<file path="src/rtl/audio_pwm_capture_4chan.sv">
// Receive side of the 4-channel time-multiplexed PWM audio line: recovers per-slot pulsewidths.
// Optional PWM shape checker enabled by defining PWM_CAPTURE_SHAPE_CHECK_EN.
`ifndef BITRES
`define BITRES 4
`endif

module audio_pwm_capture_4chan #(
  parameter int SYNC_SKEW = 1
) (
  input  logic                clk,
  input  logic                reset,
  input  logic                mute,
  input  logic                audin,
  output logic [`BITRES-1:0]  pulsewidth0,
  output logic [`BITRES-1:0]  pulsewidth1,
  output logic [`BITRES-1:0]  pulsewidth2,
  output logic [`BITRES-1:0]  pulsewidth3,
  output logic [3:0]          chan_valid,
  output logic                frame_valid,
  output logic                shape_err
);
  localparam int B = `BITRES;
  localparam logic [1:0]   SKEW_INIT = 2'(SYNC_SKEW);
  localparam logic [B+1:0] PH_ONE    = (B+2)'(1);

  typedef enum logic {ALIGN, RUN} state_t;

  state_t         state_reg, state_next;
  logic [B+1:0]   phase_reg;
  logic [B:0]     acc_reg;
  logic [1:0]     skew_reg;
  logic [B-1:0]   width_reg [4];
  logic           active;
  logic [1:0]     slot;
  logic           slot_end;
  logic [B:0]     sum;
  logic [B-1:0]   sat_sum;

  assign slot     = phase_reg[B+1:B];
  assign slot_end = &phase_reg[B-1:0];
  assign sum      = acc_reg + {{B{1'b0}}, audin};
  // A line stuck high for a whole slot counts one past the field width.
  assign sat_sum  = sum[B] ? {B{1'b1}} : sum[B-1:0];

  always_ff @(posedge clk) begin
    if (reset) state_reg <= ALIGN;
    else       state_reg <= state_next;
  end

  // Once the skew counter has drained, the ALIGN cycle itself is the first sampled RUN cycle.
  always_comb begin
    state_next = state_reg;
    active     = 1'b0;
    if (mute) begin
      state_next = ALIGN;
    end else if (state_reg == RUN || skew_reg == 2'd0) begin
      state_next = RUN;
      active     = 1'b1;
    end
  end

  always_ff @(posedge clk) begin
    if (reset) begin
      phase_reg  <= '0;
      acc_reg    <= '0;
      skew_reg   <= SKEW_INIT;
      chan_valid <= '0;
      for (int i = 0; i < 4; i++) width_reg[i] <= '0;
    end else begin
      chan_valid <= '0;
      if (mute) begin
        phase_reg <= '0;
        acc_reg   <= '0;
        skew_reg  <= SKEW_INIT;
      end else if (!active) begin
        skew_reg <= skew_reg - 2'd1;
      end else begin
        phase_reg <= phase_reg + PH_ONE;
        if (slot_end) begin
          width_reg[slot]  <= sat_sum;
          chan_valid[slot] <= 1'b1;
          acc_reg          <= '0;
        end else begin
          acc_reg <= sum;
        end
      end
    end
  end

  assign pulsewidth0 = width_reg[0];
  assign pulsewidth1 = width_reg[1];
  assign pulsewidth2 = width_reg[2];
  assign pulsewidth3 = width_reg[3];
  assign frame_valid = chan_valid[3];

`ifdef PWM_CAPTURE_SHAPE_CHECK_EN
  logic seen_low_reg;
  logic seen_low_eff;

  // The first sample of a slot starts with a clean history.
  assign seen_low_eff = (phase_reg[B-1:0] == '0) ? 1'b0 : seen_low_reg;

  always_ff @(posedge clk) begin
    if (reset) begin
      seen_low_reg <= 1'b0;
      shape_err    <= 1'b0;
    end else if (mute) begin
      seen_low_reg <= 1'b0;
    end else if (active) begin
      seen_low_reg <= seen_low_eff | ~audin;
      if (audin && seen_low_eff) shape_err <= 1'b1;
    end
  end
`else
  assign shape_err = 1'b0;
`endif

endmodule

</file>
<file path="config.mk">
export PLATFORM = sky130hd
export DESIGN_NAME = audio_pwm_capture_4chan
export DESIGN_NICKNAME = d
export VERILOG_FILES = /design/src/rtl/audio_pwm_capture_4chan.sv
export SDC_FILE = /design/constraint.sdc
export NUM_CORES = 1
export LEC_CHECK = 0
export CELL_PAD_IN_SITES_DETAIL_PLACEMENT = 2
export CELL_PAD_IN_SITES_GLOBAL_PLACEMENT = 2
export CORE_AREA = 2 2 75 77
export DETAILED_ROUTE_END_ITERATION = 6
export DIE_AREA = 0 0 77 79
export GPL_ROUTABILITY_DRIVEN = 0
export GPL_TIMING_DRIVEN = 0
export MAX_ROUTING_LAYER = met4
export PLACE_DENSITY = 0.79
export SLEW_MARGIN = 20
export SYNTH_ARGS = -nofsm -noshare
export SYNTH_HDL_FRONTEND = slang
export SYNTH_SLANG_ARGS = --single-unit
</file>
<file path="constraint.sdc">
create_clock -name clk -period 1.8 [get_ports clk]
set_clock_uncertainty 0.2 [all_clocks]
set_input_delay 0.18 -clock clk [delete_from_list [all_inputs] [get_ports clk]]
set_output_delay 0.18 -clock clk [all_outputs]
set_load 0.01 [all_outputs]
</file>
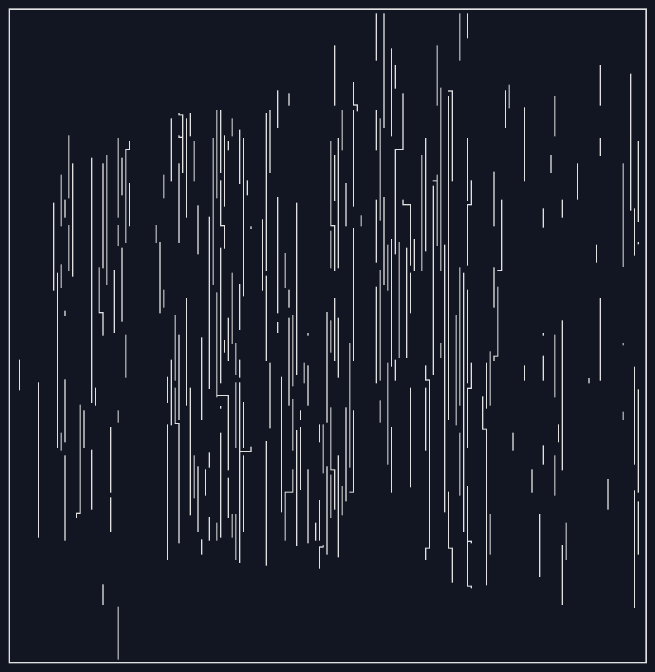
(run_1/met2.png)
wire length on this layer: 1,980 um
share of all routed wire: 53%
main direction: vertical
nets with wire on the layer: 168
longest straight run: 39.1 um
vias post-DR: 1,158
Routed Wire Length: 3.74 mm

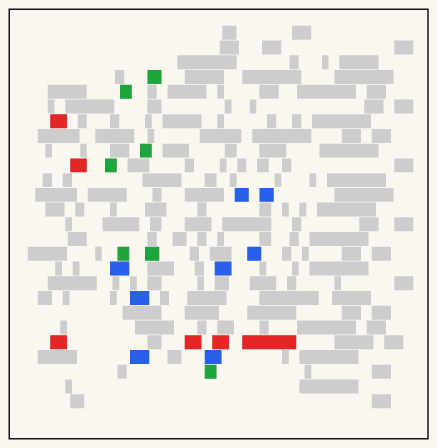
(run_1/gate_families.png)
legend:
  blue:
    family: AND-OR and OR-AND gates
    cells: 8
    most_used: a21o_1
  green:
    family: AND and OR gates
    cells: 7
  red:
    family: XOR/XNOR gates
    cells: 6
    most_used: xnor2_1
logic share of the area: 0.331
Commonest Layout Cell: clkdlybuf4s50_1
fin cells: 245

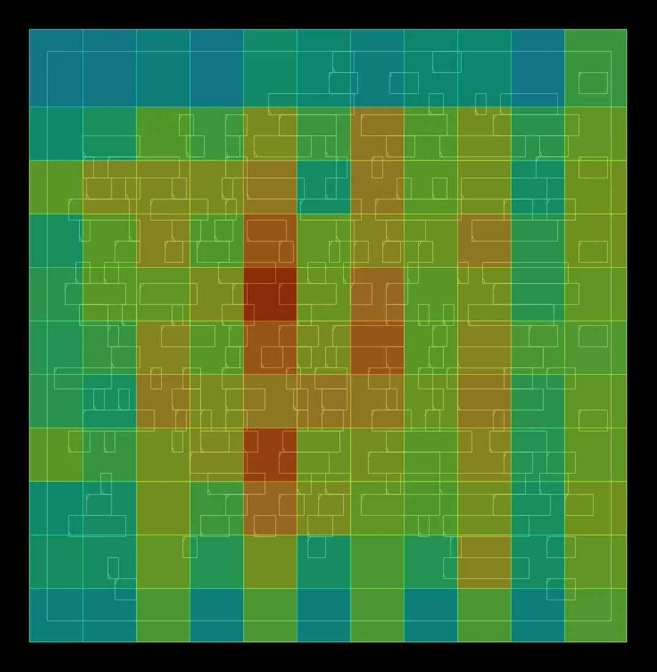
(run_1/final_congestion.png)
DR WL/cell: 15.3 um
met2 Use GR: 0.257
routing usage on met3: 0.0364
GRT Max-Usage Layer: met2
met1 Use GR: 0.144

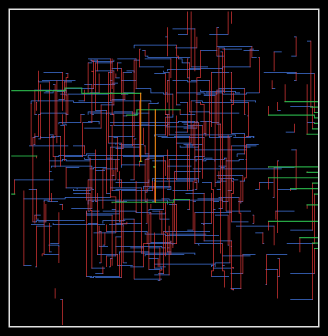
(run_1/metal_stack.png)
legend:
  blue:
    layer: met1
    wire_length: 1,560 um
  green:
    layer: met3
    wire_length: 160 um
  orange:
    layer: met4
    wire_length: 40.1 um
  red:
    layer: met2
    wire_length: 1,980 um
GR Util All Layers: 0.137

## run 1: report_power, final
group,switching [mW],leakage [nW],internal [mW]
logic,0.0709,0.338,0.0640
clock network,0.276,0.0416,0.265
registers,0.0106,0.303,0.829
total,0.357,0.683,1.16
## run 1: worst max-delay path: stages
cell and delay [ps]:
clkdlybuf4s50_1 460, ha_4 200, ha_4 180, buf_4 150
nor3_1 150, a31o_2 200, nor2_1 70
## run 1: cell families (layout without fill, tap and decap cells)
kind of cell               count (synthesis)  count (layout)
and+or+nand+nor                           46              46
AOI/OAI and AO/OA                         35              35
DFF                                       34              34
buffers and inverters                     15              47
xor gates and xnor gates                   6               6
adders and majority gates                  4               4
other                                      1               1
## run 1: layout make-up
| class | instances | area [sq um] | area share |
|---|---|---|---|
| clock buffers | 5 | 68.8 | 0.0342 |
| clock inverters | 3 | 16.3 | 0.00808 |
| well taps | 72 | 90.1 | 0.0448 |
| multi-input cells | 92 | 667 | 0.331 |
| repair buffers | 25 | 248 | 0.123 |
| inverters | 8 | 30.0 | 0.0149 |
| flip-flops and latches | 34 | 843 | 0.419 |
| plain buffers | 6 | 48.8 | 0.0243 |
## run 1: worst max-delay path by stage
stage / from / end / slack (ps) / depth (start not counted)
2_1_floorplan: skew_reg[0] / width_reg[1][0] / 50 / 6
3_3_place_gp: audin / width_reg[3][0] / -490 / 6
3_5_place_dp: audin / width_reg[0][0] / -600 / 6
4_1_cts: skew_reg[0] / width_reg[0][1] / 7 / 6
5_1_grt: skew_reg[0] / width_reg[3][0] / 2 / 5
6_report: audin / width_reg[2][2] / 40 / 7
## run 1: what timing repair did
item | CTS | global route
gates resized | 15 | 6
cloned | 0 | 0
setup buffers | 1 | 0
pin swaps | 2 | 2
setup endpoints to repair | 38 | 26
==> results.json, run 1 <==
{
  "crit_path_end_kind": "register",
  "cp.required_ps": 1630,
  "hold_path.class": "register to register",
  "tns_ps": 0,
  "clock_latency_ps": 280,
  "nets": 180,
  "fp_util": 0.274,
  "peakVddDrop_mv": 0.299,
  "ys_sh_xor": 0.0359,
  "path_clk_slew_ps": 70,
  "grt_first_pass_wirelength_mm": 6.40,
  "p_per_area_nw_per_um2": 753,
  "drt_iter0_markers": 14,
  "synthSimpleGateAreaFrac": 0.151,
  "fin_area_sq_um": 2010,
  "hold_path_depth": 2,
  "routed_via_density": 4.73,
  "reg2reg_from": "skew_reg[0]",
  "dp_cells": 237,
  "layout_top_cells": "24 x clkdlybuf4s50_1, 17 x nor2_1, 16 x dfxtp_1, 16 x edfxtp_1, 15 x a21oi_1",
  "hpwl_mm": 2.89,
  "root_buffer": "clkbuf_8",
  "clockBufferDepth": 2,
  "synthCells": 141,
  "common_cells": "18 x dfxtp_1, 18 x nor2_1, 16 x edfxtp_1",
  "num-fill-cells": 593,
  "ys_types": 33,
  "seq_area_frac_synth": 0.574,
  "warnings": 26,
  "synthTopLogicFamily": "simple AND/OR/NAND/NOR gates",
  "ys.flop_type": "dfxtp_1",
  "hold_viol_final": 0,
  "min_to": "phase_reg[1]",
  "antenna_found_initial": 0,
  "yosys_area_sq_um": 1470,
  "pin_count": 26,
  "avgSynthCellArea_sq_um": 10.4,
  "grt_pass1_vias": 1287,
  "layout-drive-gt1-share": 0.162,
  "path_max_fanout": 4,
  "wl_met2_mm": 1.98,
  "worstSetupStartpointType": "primary input",
  "rsz0062_at_grt": "false",
  "yosys_warnings": 0,
  "fp-row-count": 27,
  "htreeDepth": 2,
  "fin_ws_ps": 40.3,
  "setup_viol": 0,
  "min_period_ps": 1760,
  "hold_path_startpoint": "phase_reg[1]",
  "crit_type": "primary input to register",
  "edf_count": 16,
  "reg2reg_slack_ps": 80,
  "yosys-top-cells-area": "edfxtp_1 33%, dfxtp_1 25%, a21oi_1 5.1%",
  "dpl-instance-area_sq_um": 1810,
  "area_growth_pct": 37.3,
  "ys_ff": 34,
  "clock-sinks": 34,
  "mux_area_frac": 0,
  "hold_buffers": 0,
  "dr.max_layer_used": "met4",
  "antennaDiodeCount": 0,
  "cts_buffers": 5,
  "grt_overflow": 0,
  "leakage_nw": 0.683,
  "portBuffers": 24,
  "synthAoiAreaFrac": 0.150,
  "critPathArrivalTime_ps": 1590,
  "finalPower_mw": 1.52,
  "maxCapViolCount": 0,
  "holdWs_ps": 300,
  "first_pass_iters": 4,
  "die_x_um": 77,
  "grt_max_degree": 12,
  "wl_met3_um": 160,
  "wl_met1_mm": 1.56,
  "drc": 0,
  "adder_share": 0.0342,
  "async_reset_ff_frac": 0,
  "syn_area_sq_um": 1470,
  "r2r-end": "width_reg[3][0]",
  "slew_viol_final": 0,
  "largest_reg_flops": 16,
  "ant_nets": 0,
  "worst_r2r_path_depth": 5,
  "finalClockPeriodUsage": 0.978,
  "pre_cts_slack_ps": -600,
  "synth_top_cell_by_area": "edfxtp_1",
  "final_util": 0.377,
  "cts_tree": "yes",
  "die_y_um": 79,
  "top_cell_area_share": 0.328,
  "synth_nets": 149,
  "status": "complete, no violations",
  "dieArea_sq_um": 6080,
  "ys_cells": 141,
  "core-area_sq_um": 5340,
  "clock.fmax_mhz": 568
}
==> run 1 -> run 2 <==
==> constraint.sdc (replaced) <==
create_clock -name clk -period 1.8 [get_ports clk]
set_clock_uncertainty 0.2 [all_clocks]
set_input_delay 0.36 -clock clk [delete_from_list [all_inputs] [get_ports clk]]
set_output_delay 0.36 -clock clk [all_outputs]
set_load 0.01 [all_outputs]
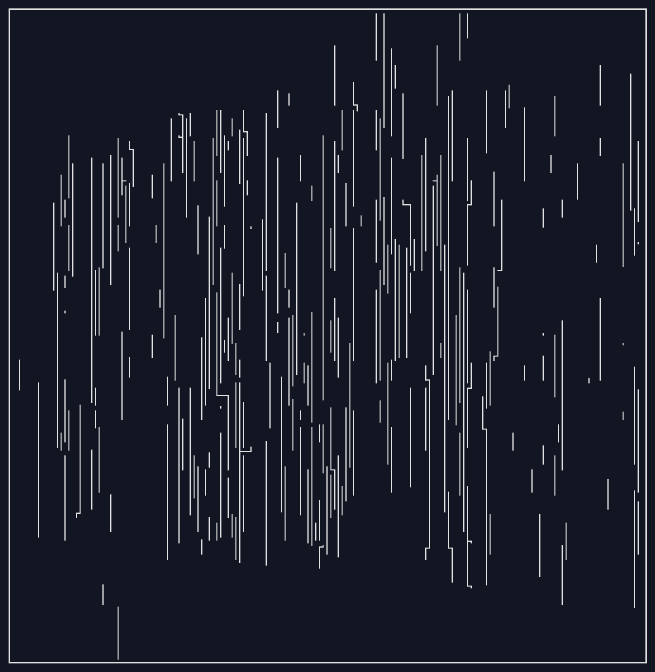
(run_2/met2.png)
longest straight run: 39.1 um
wire length on this layer: 2,000 um
share of all routed wire: 53%
Routed Wire Length: 3.75 mm
vias post-DR: 1,167

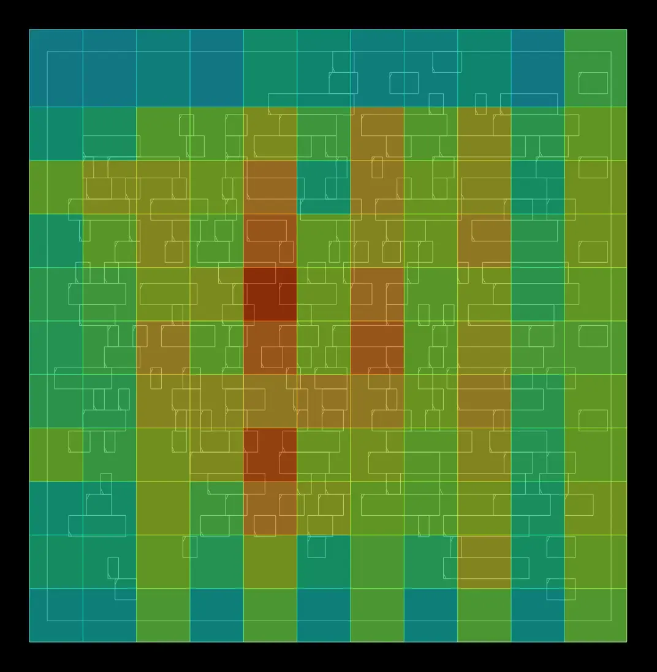
(run_2/final_congestion.png)
final core utilization: 0.377
met1 Use GR: 0.146
GR Util All Layers: 0.137
DR WL/cell: 15.2 um

==> results.json, run 2 <==
{
  "hpwl_mm": 2.89,
  "crit_path_end_kind": "register",
  "fp_util": 0.274,
  "dp_cells": 237,
  "pin_count": 26,
  "crit_type": "register to register",
  "warnings": 27,
  "grt_overflow": 0,
  "ys.flop_type": "dfxtp_1",
  "p_int_mw": 1.15,
  "combPwrFrac": 0.086,
  "nets": 181,
  "critPathArrivalTime_ps": 1560,
  "drc": 0,
  "ys_types": 33,
  "htreeDepth": 2,
  "ys_cells": 141,
  "die_x_um": 77,
  "drt_iter0_markers": 18,
  "clockBufferDepth": 2,
  "status": "complete, no violations",
  "cp_num_buf_inv": 2,
  "setup_viol": 0,
  "min_period_ps": 1730,
  "crit_family": "AND-OR/OR-AND gates",
  "rsz0062_at_grt": "true",
  "grt_max_degree": 12,
  "first_pass_iters": 4,
  "worstSetupStartpointType": "register",
  "core-area_sq_um": 5340,
  "layout-drive-gt1-share": 0.167,
  "grt_first_pass_wirelength_mm": 6.40,
  "switchingPower_mw": 0.356,
  "synth_top_cell_by_area": "edfxtp_1",
  "fin_area_sq_um": 2010,
  "synthCells": 141,
  "p_per_area_nw_per_um2": 751,
  "top_cell_area_share": 0.328,
  "p_seq_frac": 0.556,
  "slowest_stage": "dfxtp_1",
  "dpl-instance-area_sq_um": 1810,
  "antenna_found_initial": 0,
  "finalPower_mw": 1.51,
  "peakVddDrop_mv": 0.298,
  "lay_top_count": "clkdlybuf4s50_1",
  "dieArea_sq_um": 6080,
  "swShare": 0.236,
  "seq_area_frac_synth": 0.574,
  "clock.fmax_mhz": 577,
  "area_growth_pct": 37.3,
  "fin_ws_ps": 66.4,
  "cts_tree": "yes",
  "finalClockPeriodUsage": 0.963,
  "cts_buffers": 5,
  "holdWs_ps": 224,
  "area.combinational_sq_um": 657,
  "yosys_warnings": 0,
  "p_clk_frac": 0.358,
  "portBuffers": 24,
  "clock-sinks": 34,
  "antennaDiodeCount": 0,
  "yosys_area_sq_um": 1470,
  "avgSynthCellArea_sq_um": 10.4,
  "grt_pass1_vias": 1278,
  "syn_area_sq_um": 1470,
  "hold_path.class": "primary input to register",
  "seq_area_sq_um": 842,
  "pre_cts_slack_ps": -780,
  "layout.cells.non_filler": 246,
  "slew_viol_final": 0,
  "root_buffer": "clkbuf_8",
  "maxCapViolCount": 0,
  "num-fill-cells": 592,
  "hold_buffers": 0,
  "async_reset_ff_frac": 0,
  "synth_nets": 149,
  "ys_ff": 34,
  "clock_latency_ps": 280,
  "die_y_um": 79,
  "largest_reg_flops": 16,
  "layout_top_cells": "20 x clkdlybuf4s50_1, 17 x nor2_1, 17 x dfxtp_1, 16 x edfxtp_1, 15 x a21oi_1",
  "hold_viol_final": 0,
  "leakage_nw": 0.712,
  "path_cells": "inv_1, ha_2, o21bai_4, buf_6, nor2_4, a21o_1",
  "yosys-top-cells-area": "edfxtp_1 33%, dfxtp_1 25%, a21oi_1 5.1%",
  "path_max_fanout": 10,
  "fp-row-count": 27,
  "tns_ps": 0,
  "cp.required_ps": 1630,
  "common_cells": "18 x dfxtp_1, 18 x nor2_1, 16 x edfxtp_1",
  "reg2reg_slack_ps": 70,
  "ant_nets": 0,
  "slowest_delay_ps": 350,
  "edf_count": 16,
  "routed_via_density": 4.74,
  "path_clk_slew_ps": 70
}
run 2: cell types whose count changed in the layout (fill, tap and decap cells not counted), sizes merged:
cell / before / now
buf: 6 / 7
clkdlybuf4s50: 24 / 20
dlygate4sd2: 0 / 2
dlymetal6s2s: 0 / 2
run 2: routing by layer:
| metal | GRT usage | share of wire |
|---|---|---|
| met5 | - | 0 |
| met4 | 0.0321 | 0.011 |
| met3 | 0.0364 | 0.043 |
| met2 | 0.257 | 0.53 |
| met1 | 0.146 | 0.41 |
run 2: worst paths after layout:
path	startpoint	end	depth (start not counted)
min	mute	skew_reg[0]	3
min reg2reg	acc_reg[0]	acc_reg[0]	2
max reg2reg	skew_reg[0]	width_reg[0][1]	6
max	skew_reg[0]	width_reg[0][1]	6
run 2: final cells by class:
class / count / share of cell area
clock buffers: 5 / 0.0342
flip-flops and latches: 34 / 0.419
repair buffers: 26 / 0.128
clock inverters: 3 / 0.00808
inverters: 8 / 0.0149
multi-input cells: 92 / 0.326
plain buffers: 6 / 0.0249
well taps: 72 / 0.0448
run 2: repair_timing:
| item | 4_1_cts | 5_1_grt |
|---|---|---|
| setup buffers | 1 | 1 |
| pin swaps | 2 | 2 |
| endpoints found under the setup margin | 39 | 23 |
| gates resized | 20 | 4 |
run 2: power groups by stage:
stage               registers, mW  clock network, mW  logic (mW)
floorplan                   0.864                  0      0.0533
global placement            0.854                  0       0.116
detailed placement          0.857                  0       0.123
CTS                         0.840              0.562       0.134
global route                0.842              0.593       0.145
finish                      0.840              0.540       0.130
run 2: kinds of logic (layout without fill, tap and decap cells):
logic type,Yosys count,count (layout),share of synthesized area
buf+inv,15,48,0.0521
compound gates,35,35,0.150
other cells,1,1,0.00256
flops,34,34,0.574
simple gates,46,46,0.151
xor+xnor,6,6,0.0359
fa+ha+maj,4,4,0.0342
==> run 2 -> run 3 <==
CAP_MARGIN = 20   (was default)
PLACE_DENSITY = 0.78   (was 0.79)
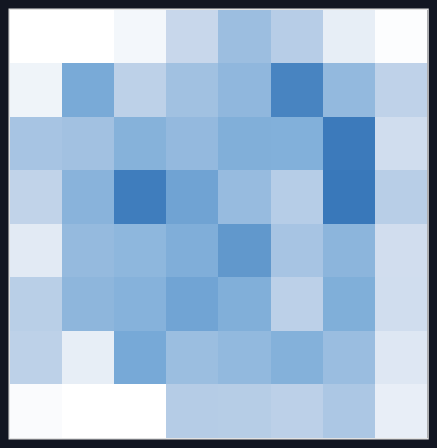
(run_3/density.png)
The die is cut into 8 by 8 equal tiles; white is low, dark blue is high, 0 to 100% covered.
mean over tiles: 34%
nearly empty tiles: 7.8%
densest ninth of the die: center
fullest tile: 71%
Pre-Place Util: 0.274
final core utilization: 0.399
Core Region: 5340 sq um

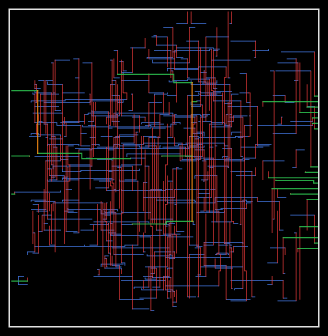
(run_3/metal_stack.png)
legend:
  orange:
    layer: met4
    wire_length: 50.3 um
  blue:
    layer: met1
    wire_length: 1,620 um
  red:
    layer: met2
    wire_length: 2,480 um
  green:
    layer: met3
    wire_length: 176 um
vias post-DR: 1,221
GR Util All Layers: 0.152

==> results.json, run 3 <==
{
  "status": "complete, no violations",
  "path_cells": "ha_4, and3_4, buf_6, or4_1, o22ai_1",
  "clock-sinks": 34,
  "clockBufferDepth": 2,
  "drt_iter0_markers": 36,
  "grt_pass1_vias": 1296,
  "ys_types": 33,
  "routed_via_density": 4.83,
  "busiest_layer": "met2",
  "ys.flop_type": "dfxtp_1",
  "antenna_found_initial": 0,
  "ys_ff": 34,
  "pre_cts_slack_ps": -797,
  "tns_ps": 0,
  "top_cell_area_share": 0.328,
  "layout-drive-gt1-share": 0.254,
  "fin_ws_ps": 36.9,
  "peakVddDrop_mv": 0.319,
  "critPathArrivalTime_ps": 1770,
  "drc": 0,
  "r2r-end": "acc_reg[4]",
  "cts_buffers": 5,
  "layout_top_cells": "18 x clkdlybuf4s50_1, 17 x nor2_1, 16 x edfxtp_1, 14 x dfxtp_1",
  "lay_top_count": "clkdlybuf4s50_1",
  "htreeDepth": 2,
  "root_buffer": "clkbuf_8",
  "slowest_delay_ps": 470,
  "antennaDiodeCount": 0,
  "clock.fmax_mhz": 567,
  "min_period_ps": 1760,
  "path_max_fanout": 3,
  "warnings": 26,
  "slowest_stage": "or4_1",
  "fp-row-count": 27,
  "async_reset_ff_frac": 0,
  "common_cells": "18 x dfxtp_1, 18 x nor2_1, 16 x edfxtp_1",
  "ctsResizeCount": 22,
  "hpwl_mm": 3.11,
  "area_growth_pct": 45.5,
  "met1_usage": 0.151,
  "die_x_um": 77,
  "hold_path.class": "primary input to register",
  "synthCells": 141,
  "yosys_area_sq_um": 1470,
  "maxCapViolCount": 0,
  "hold_path_depth": 2,
  "leakage_nw": 0.777,
  "reg2reg_slack_ps": 40,
  "crit_path_start": "phase_reg[0]",
  "seq_area_frac_synth": 0.574,
  "die_y_um": 79,
  "nets": 188,
  "post_cts_buffers": 5,
  "use_met3": 0.0409,
  "worstSetupStartpointType": "register",
  "totalWireLength_mm": 4.33,
  "dpl-instance-area_sq_um": 1810,
  "synth_nets": 149,
  "reg2reg_from": "phase_reg[0]",
  "edf_count": 16,
  "hold_path_startpoint": "reset",
  "crit_type": "register to register",
  "crit_path_end_kind": "register",
  "syn_area_sq_um": 1470,
  "clock_latency_ps": 290,
  "fin_area_sq_um": 2130,
  "avgSynthCellArea_sq_um": 10.4,
  "path_clk_slew_ps": 70,
  "pin_count": 26,
  "ys_cells": 141,
  "ant_nets": 0,
  "finalClockPeriodUsage": 0.979,
  "cp.required_ps": 1810,
  "min_to": "state_reg",
  "cts_tree": "yes",
  "grt_max_degree": 11,
  "hold_buffers": 0,
  "cp_num_buf_inv": 1,
  "portBuffers": 24,
  "yosys-top-cells-area": "edfxtp_1 33%, dfxtp_1 25%, a21oi_1 5.1%",
  "setup_viol": 0,
  "worst_r2r_path_depth": 5,
  "p_per_area_nw_per_um2": 789,
  "post_drt_wl_per_cell_um": 17.1,
  "finalPower_mw": 1.68,
  "hold_viol_final": 0,
  "num-fill-cells": 599,
  "grt_first_pass_wirelength_mm": 6.86,
  "first_pass_iters": 4,
  "slew_viol_final": 0
}
run 3: cell count changes in the layout (fill, tap and decap cells not counted), sizes merged:
cell | before | now
clkinvlp | 1 | 0
dlygate4sd2 | 2 | 3
clkinv | 2 | 0
dlymetal6s2s | 2 | 3
bufinv | 0 | 1
clkbuf | 6 | 8
clkdlybuf4s50 | 20 | 18
buf | 7 | 14
run 3: stage by stage:
stage                     hold slack (ps)  cells
after detailed placement              254    237
final                                 251    253
after CTS                             269    249
after global placement                247    237
after floorplan                       232    141
after global routing                  289    253
run 3: kinds of logic after synthesis:
group,share of synthesized area
and+or+nand+nor,0.151
AOI/OAI and AO/OA,0.150
DFF,0.574
buffers and inverters,0.0521
xor gates and xnor gates,0.0359
adders and majority gates,0.0342
other,0.00256
run 3: routing by layer:
metal,vias to the layer above,wire [um]
met5,-,0
met4,0,50
met3,6,176
met2,27,2480
met1,609,1620
li1,579,-
run 3: area by class of cell:
type | instances | area, sq um | share of cell area
flip-flops and latches | 34 | 848 | 0.398
plain buffers | 6 | 50.0 | 0.0235
well taps | 72 | 90.1 | 0.0423
repair buffers | 33 | 324 | 0.152
clock buffers | 7 | 76.3 | 0.0358
multi-input cells | 92 | 683 | 0.320
inverters | 8 | 30.0 | 0.0141
clock inverters | 1 | 30.0 | 0.0141
run 3: how the worst max path moves through the flow:
stage	endpoint	slack [ps]	cells past startpoint
6_report	acc_reg[4]	40	5
3_5_place_dp	width_reg[0][1]	-800	6
3_3_place_gp	width_reg[3][1]	-670	6
2_1_floorplan	width_reg[0][0]	20	5
5_1_grt	acc_reg[4]	-10	6
4_1_cts	pulsewidth2[0]	4	1
run 3: where the power goes:
group / switching, mW / internal, mW
clock: 0.284 / 0.414
sequential: 0.0119 / 0.829
combinational: 0.0752 / 0.0676
Power and IR drop assume default switching activity.
